[config.mk]
export PLATFORM = sky130hd
export DESIGN_NAME = flappy_game_ctrl_flat
export DESIGN_NICKNAME = d
export VERILOG_FILES = /design/src/rtl/flappy_game_ctrl_if.sv /design/src/rtl/flappy_game_ctrl.sv /design/src/flat_wrapper.sv
export SDC_FILE = /design/constraint.sdc
export NUM_CORES = 1
export LEC_CHECK = 0
export CORE_ASPECT_RATIO = 0.9
export CORE_MARGIN = 2
export CORE_UTILIZATION = 50
export CTS_CLUSTER_DIAMETER = 40
export DETAILED_ROUTE_END_ITERATION = 12
export PLACE_DENSITY = 0.75
export SLEW_MARGIN = 10
export SYNTH_ARGS = -nofsm -noshare
export SYNTH_HDL_FRONTEND = slang
export SYNTH_SLANG_ARGS = --single-unit
[constraint.sdc]
create_clock -name clk -period 6.1 [get_ports clk]
set_input_delay 1.525 -clock clk [delete_from_list [all_inputs] [get_ports clk]]
set_output_delay 1.525 -clock clk [all_outputs]
set_load 0.005 [all_outputs]
[src/rtl/flappy_game_ctrl_if.sv]
// Bundle between the game controller and the stdin/view blocks.
// master = controller side, slave = io/view side.
interface flappy_game_ctrl_if;
    logic [7:0]  inp;
    logic [1:0]  scene;
    logic [8:0]  bird;
    logic [71:0] gaps;
    logic [7:0]  score;
    logic [7:0]  hiscore;

    modport master (
        input  inp,
        output scene, bird, gaps, score, hiscore
    );

    modport slave (
        output inp,
        input  scene, bird, gaps, score, hiscore
    );
endinterface

[src/rtl/flappy_game_ctrl.sv]
// Flappy game sequencer: scene FSM, physics tick, pipes, collisions, score.
// Define FLAPPY_HISCORE_EN to keep a best-score register on io.hiscore.
module flappy_game_ctrl #(
    parameter int HEIGHT   = 40,
    parameter int WIDTH    = 80,
    parameter int TICK_DIV = 4,
    parameter int FLAP_VEL = 3,
    parameter int GAP_SIZE = 10
) (
    input logic clk,
    input logic rst,
    flappy_game_ctrl_if.master io
);
    localparam int TW = $clog2(TICK_DIV);
    localparam logic [71:0] GAPS_INIT =
        72'h141E14_28190F_3C2319;
    localparam logic signed [8:0] TOP = 9'(HEIGHT - 1);

    typedef enum logic [1:0] {
        SPLASH, PLAYING, GAMEOVER, ILLEGAL
    } scene_e;

    typedef struct packed {
        logic [7:0] pos;
        logic [7:0] mx;
        logic [7:0] mn;
    } pipe_t;

    scene_e            scene_q, scene_d;
    logic [7:0]        alt_q, alt_d;
    logic signed [3:0] vel_q, vel_d;
    logic              flap_q, flap_d;
    logic              req_q, req_d;
    logic [7:0]        score_q, score_d;
    logic [7:0]        lfsr_q, lfsr_d;
    logic [TW-1:0]     tick_q, tick_d;
    pipe_t [2:0]       pipes_q, pipes_d, pipes_t;

    logic              space, quit, tick;
    logic              flap_eff, ground, hit;
    logic signed [3:0] vel_t;
    logic signed [8:0] alt_s, alt_c;
    logic [4:0]        r;
    logic [7:0]        spawn_mn;
    logic [1:0]        pass_cnt;
    logic [9:0]        score_sum;
    logic [7:0]        score_t;

    // Candidate tick results; only committed on a tick in PLAYING.
    always_comb begin
        space    = io.inp == 8'd32;
        quit     = io.inp == 8'd120;
        tick     = tick_q == TW'(TICK_DIV - 1);
        flap_eff = req_q | space;
        if (flap_eff)
            vel_t = 4'(FLAP_VEL);
        else if (vel_q > -4'sd3)
            vel_t = vel_q - 4'sd1;
        else
            vel_t = -4'sd3;
        alt_s = $signed({1'b0, alt_q})
              + $signed({{5{vel_t[3]}}, vel_t});
        alt_c  = (alt_s > TOP) ? TOP : alt_s;
        ground = alt_c <= 9'sd0;
        r = lfsr_q[4:0];
        spawn_mn = 8'd4 + ((r < 5'd24) ? {3'b0, r}
                                       : {3'b0, r} - 8'd16);
        pass_cnt = '0;
        hit      = 1'b0;
        pipes_t  = pipes_q;
        for (int i = 0; i < 3; i++) begin
            if (pipes_q[i].pos == 8'd0) begin
                pipes_t[i].pos = 8'(WIDTH - 1);
                pipes_t[i].mn  = spawn_mn;
                pipes_t[i].mx  = spawn_mn + 8'(GAP_SIZE);
            end else begin
                pipes_t[i].pos = pipes_q[i].pos - 8'd1;
            end
            if (pipes_q[i].pos == 8'd2)
                pass_cnt = pass_cnt + 2'd1;
            if (pipes_t[i].pos <= 8'd8 &&
                (alt_c >= $signed({1'b0, pipes_t[i].mx}) ||
                 alt_c <= $signed({1'b0, pipes_t[i].mn})))
                hit = 1'b1;
        end
        score_sum = {2'b0, score_q} + {8'b0, pass_cnt};
        score_t = (score_sum > 10'd255) ? 8'hFF
                                        : score_sum[7:0];
    end

    always_comb begin
        scene_d = scene_q;
        alt_d   = alt_q;
        vel_d   = vel_q;
        flap_d  = flap_q;
        req_d   = req_q;
        score_d = score_q;
        tick_d  = tick_q;
        pipes_d = pipes_q;
        lfsr_d  = {lfsr_q[6:0],
                   lfsr_q[7] ^ lfsr_q[5] ^ lfsr_q[4] ^ lfsr_q[3]};
        unique case (scene_q)
            SPLASH: begin
                if (space) begin
                    scene_d = PLAYING;
                    alt_d   = 8'd20;
                    vel_d   = '0;
                    req_d   = 1'b0;
                    score_d = '0;
                    tick_d  = '0;
                    pipes_d = GAPS_INIT;
                end
            end
            PLAYING: begin
                if (quit) begin
                    scene_d = GAMEOVER;
                    flap_d  = 1'b0;
                end else if (tick) begin
                    tick_d  = '0;
                    vel_d   = vel_t;
                    req_d   = 1'b0;
                    pipes_d = pipes_t;
                    score_d = score_t;
                    alt_d   = ground ? 8'd0 : alt_c[7:0];
                    if (ground || hit) begin
                        scene_d = GAMEOVER;
                        flap_d  = 1'b0;
                    end else begin
                        flap_d = flap_eff;
                    end
                end else begin
                    tick_d = tick_q + TW'(1);
                    req_d  = flap_eff;
                end
            end
            GAMEOVER: begin
                flap_d = 1'b0;
                if (space)
                    scene_d = SPLASH;
            end
            default: scene_d = SPLASH;
        endcase
    end

    always_ff @(posedge clk) begin
        if (rst) begin
            scene_q <= SPLASH;
            alt_q   <= 8'd20;
            vel_q   <= '0;
            flap_q  <= 1'b0;
            req_q   <= 1'b0;
            score_q <= '0;
            tick_q  <= '0;
            lfsr_q  <= 8'hA5;
            pipes_q <= GAPS_INIT;
        end else begin
            scene_q <= scene_d;
            alt_q   <= alt_d;
            vel_q   <= vel_d;
            flap_q  <= flap_d;
            req_q   <= req_d;
            score_q <= score_d;
            tick_q  <= tick_d;
            lfsr_q  <= lfsr_d;
            pipes_q <= pipes_d;
        end
    end

`ifdef FLAPPY_HISCORE_EN
    logic [7:0] hi_q;

    // Updated on the edge that ends a run, so it sees the final score.
    always_ff @(posedge clk) begin
        if (rst)
            hi_q <= '0;
        else if (scene_q == PLAYING &&
                 scene_d == GAMEOVER &&
                 score_d > hi_q)
            hi_q <= score_d;
    end

    assign io.hiscore = hi_q;
`else
    assign io.hiscore = '0;
`endif

    assign io.scene = scene_q;
    assign io.bird  = {alt_q, flap_q};
    assign io.gaps  = pipes_q;
    assign io.score = score_q;
endmodule
[src/flat_wrapper.sv]
// flat-port wrapper written by rule: the top's interface ports become plain ports
module flappy_game_ctrl_flat 
#(
    parameter int HEIGHT   = 40,
    parameter int WIDTH    = 80,
    parameter int TICK_DIV = 4,
    parameter int FLAP_VEL = 3,
    parameter int GAP_SIZE = 10
)
  (clk, rst, io_inp, io_scene, io_bird, io_gaps, io_score, io_hiscore);
  flappy_game_ctrl_if io_i ();
  input logic clk;
  input logic rst;
  input wire logic [$bits(io_i.inp)-1:0] io_inp;
  output wire logic [$bits(io_i.scene)-1:0] io_scene;
  output wire logic [$bits(io_i.bird)-1:0] io_bird;
  output wire logic [$bits(io_i.gaps)-1:0] io_gaps;
  output wire logic [$bits(io_i.score)-1:0] io_score;
  output wire logic [$bits(io_i.hiscore)-1:0] io_hiscore;
  assign io_i.inp = io_inp;
  assign io_scene = io_i.scene;
  assign io_bird = io_i.bird;
  assign io_gaps = io_i.gaps;
  assign io_score = io_i.score;
  assign io_hiscore = io_i.hiscore;
  flappy_game_ctrl #(.HEIGHT(HEIGHT), .WIDTH(WIDTH), .TICK_DIV(TICK_DIV), .FLAP_VEL(FLAP_VEL), .GAP_SIZE(GAP_SIZE)) u_core (.clk(clk), .rst(rst), .io(io_i));
endmodule
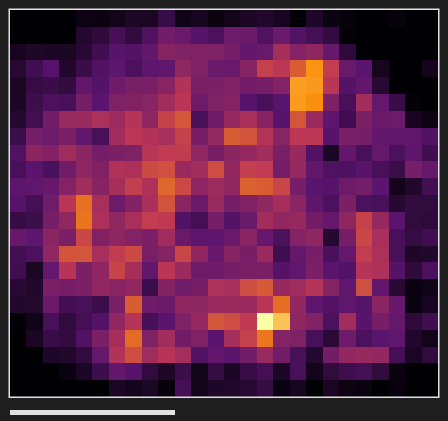
*Routed metal per tile*
Bar = 50 um. The die is cut into 26 by 23 equal tiles; black is low, pale yellow is high, scaled to the fullest tile. Values are wire area over tile area, all layers added.
tiles over half the peak: 9.4%
fullest tile: 0.84
mean over tiles: 0.23
nearly empty tiles: 8.7%
total wire length: 21810 um
Total GRT Usage: 28.50%
Via Count: 7151
average routed wire per standard cell: 17.49 um

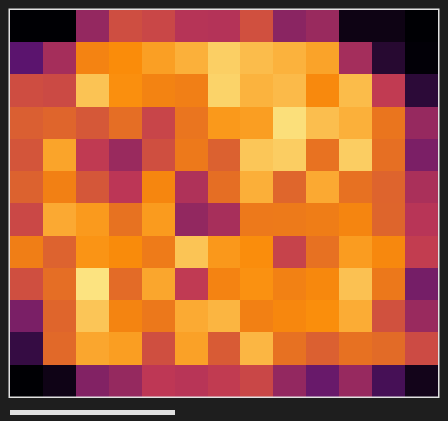
*Cell area per tile*
Bar = 50 um. The die is cut into 13 by 12 equal tiles; black is low, pale yellow is high, 0 to 100% covered.
mean over tiles: 61%
tiles over 75% full: 29%
fullest tile: 94%
emptiest ninth of the die: top right
fp util: 50.84%
Core ar.: 0.01395 mm^2

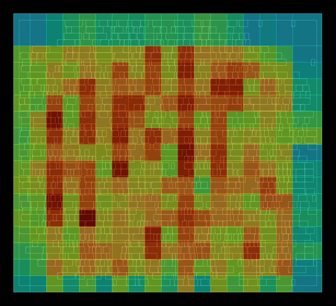
*Congestion heat map*
met3 usage: 5.318%
met2 Use GR: 44.92%
Core Util, Final: 67.49%

==> layer usage <==
layer	track usage (%)	vias to the layer above	part of all wire [%]
met5	0	-	0
met4	6.308	0	1.7
met3	5.318	40	6.7
met2	44.92	298	44
met1	40.77	3324	47
li1	-	3489	-
==> registers in the layout (all words and copies together), names as in the netlist <==
name             flops
u_core.lfsr_q        8
u_core.alt_q         8
u_core.vel_q         4
u_core.req_q         1
u_core.io.gaps      72
u_core.io.score      8
u_core.tick_q        2
u_core.flap_q        1
u_core.io.scene      2
==> repair_timing <==
| item | 4_1_cts | 5_1_grt |
|---|---|---|
| endpoints found under the setup margin | 3 | 3 |
| pin swaps | 17 | 27 |
| gates resized | 19 | 45 |
| buffers inserted | 11 | 5 |
==> impl_metrics.tcl <==
# flow metrics
set metrics [dict create \
    status "finished, final reports clean" \
    final_common_cell "dfxtp_1" \
    fillCellCount 1210 \
    place_area_mm2 0.008856 \
    pwr-share-seq_pct 15.4 \
    place.detailed.hpwl_um 15860 \
    cts_hold_buf 0 \
    worst_hold_slack_ns 0.4100 \
    drc 0 \
    area_leaders "dfxtp_1 30%, ha_1 11%, nand2_1 5.3%" \
    ys_chip_area_mm2 0.007094 \
    place_inst 1215 \
    dp_slack_ns -0.6506 \
    worst_hold_startpoint "u_core.lfsr_q[6]" \
    dominant-cell-class "combinational gates" \
    nClkBuffers 10 \
    tool_warnings 39 \
    finalCritPeriodShare_pct 97.51 \
    clk_share_pct 2.856 \
    final-hold-violation-count 0 \
    largest_area_cell "dfxtp_1" \
    yosys_cells 878 \
    maxPowerGroup "combinational cells" \
    yosys_warnings 0 \
    hold_end "u_core.lfsr_q[7]" \
    synth_top_area_share_pct 29.91 \
    num_io_pins 109 \
    cts_max_path_buffers 2 \
    gp_congestion 1.000 \
    diodes 0 \
    p_int_uw 2775 \
    htreeDepth 3 \
    signal_buffer_area_fraction_pct 18.88 \
    layout.nets 1123 \
    gr-total-overflow 0 \
    clkSinkCount 106 \
    avgSynthCellArea_um2 8.080 \
    synthCells 878 \
    comb_share_pct 51.61 \
    inverters 39 \
]
Power and IR drop assume default switching activity.
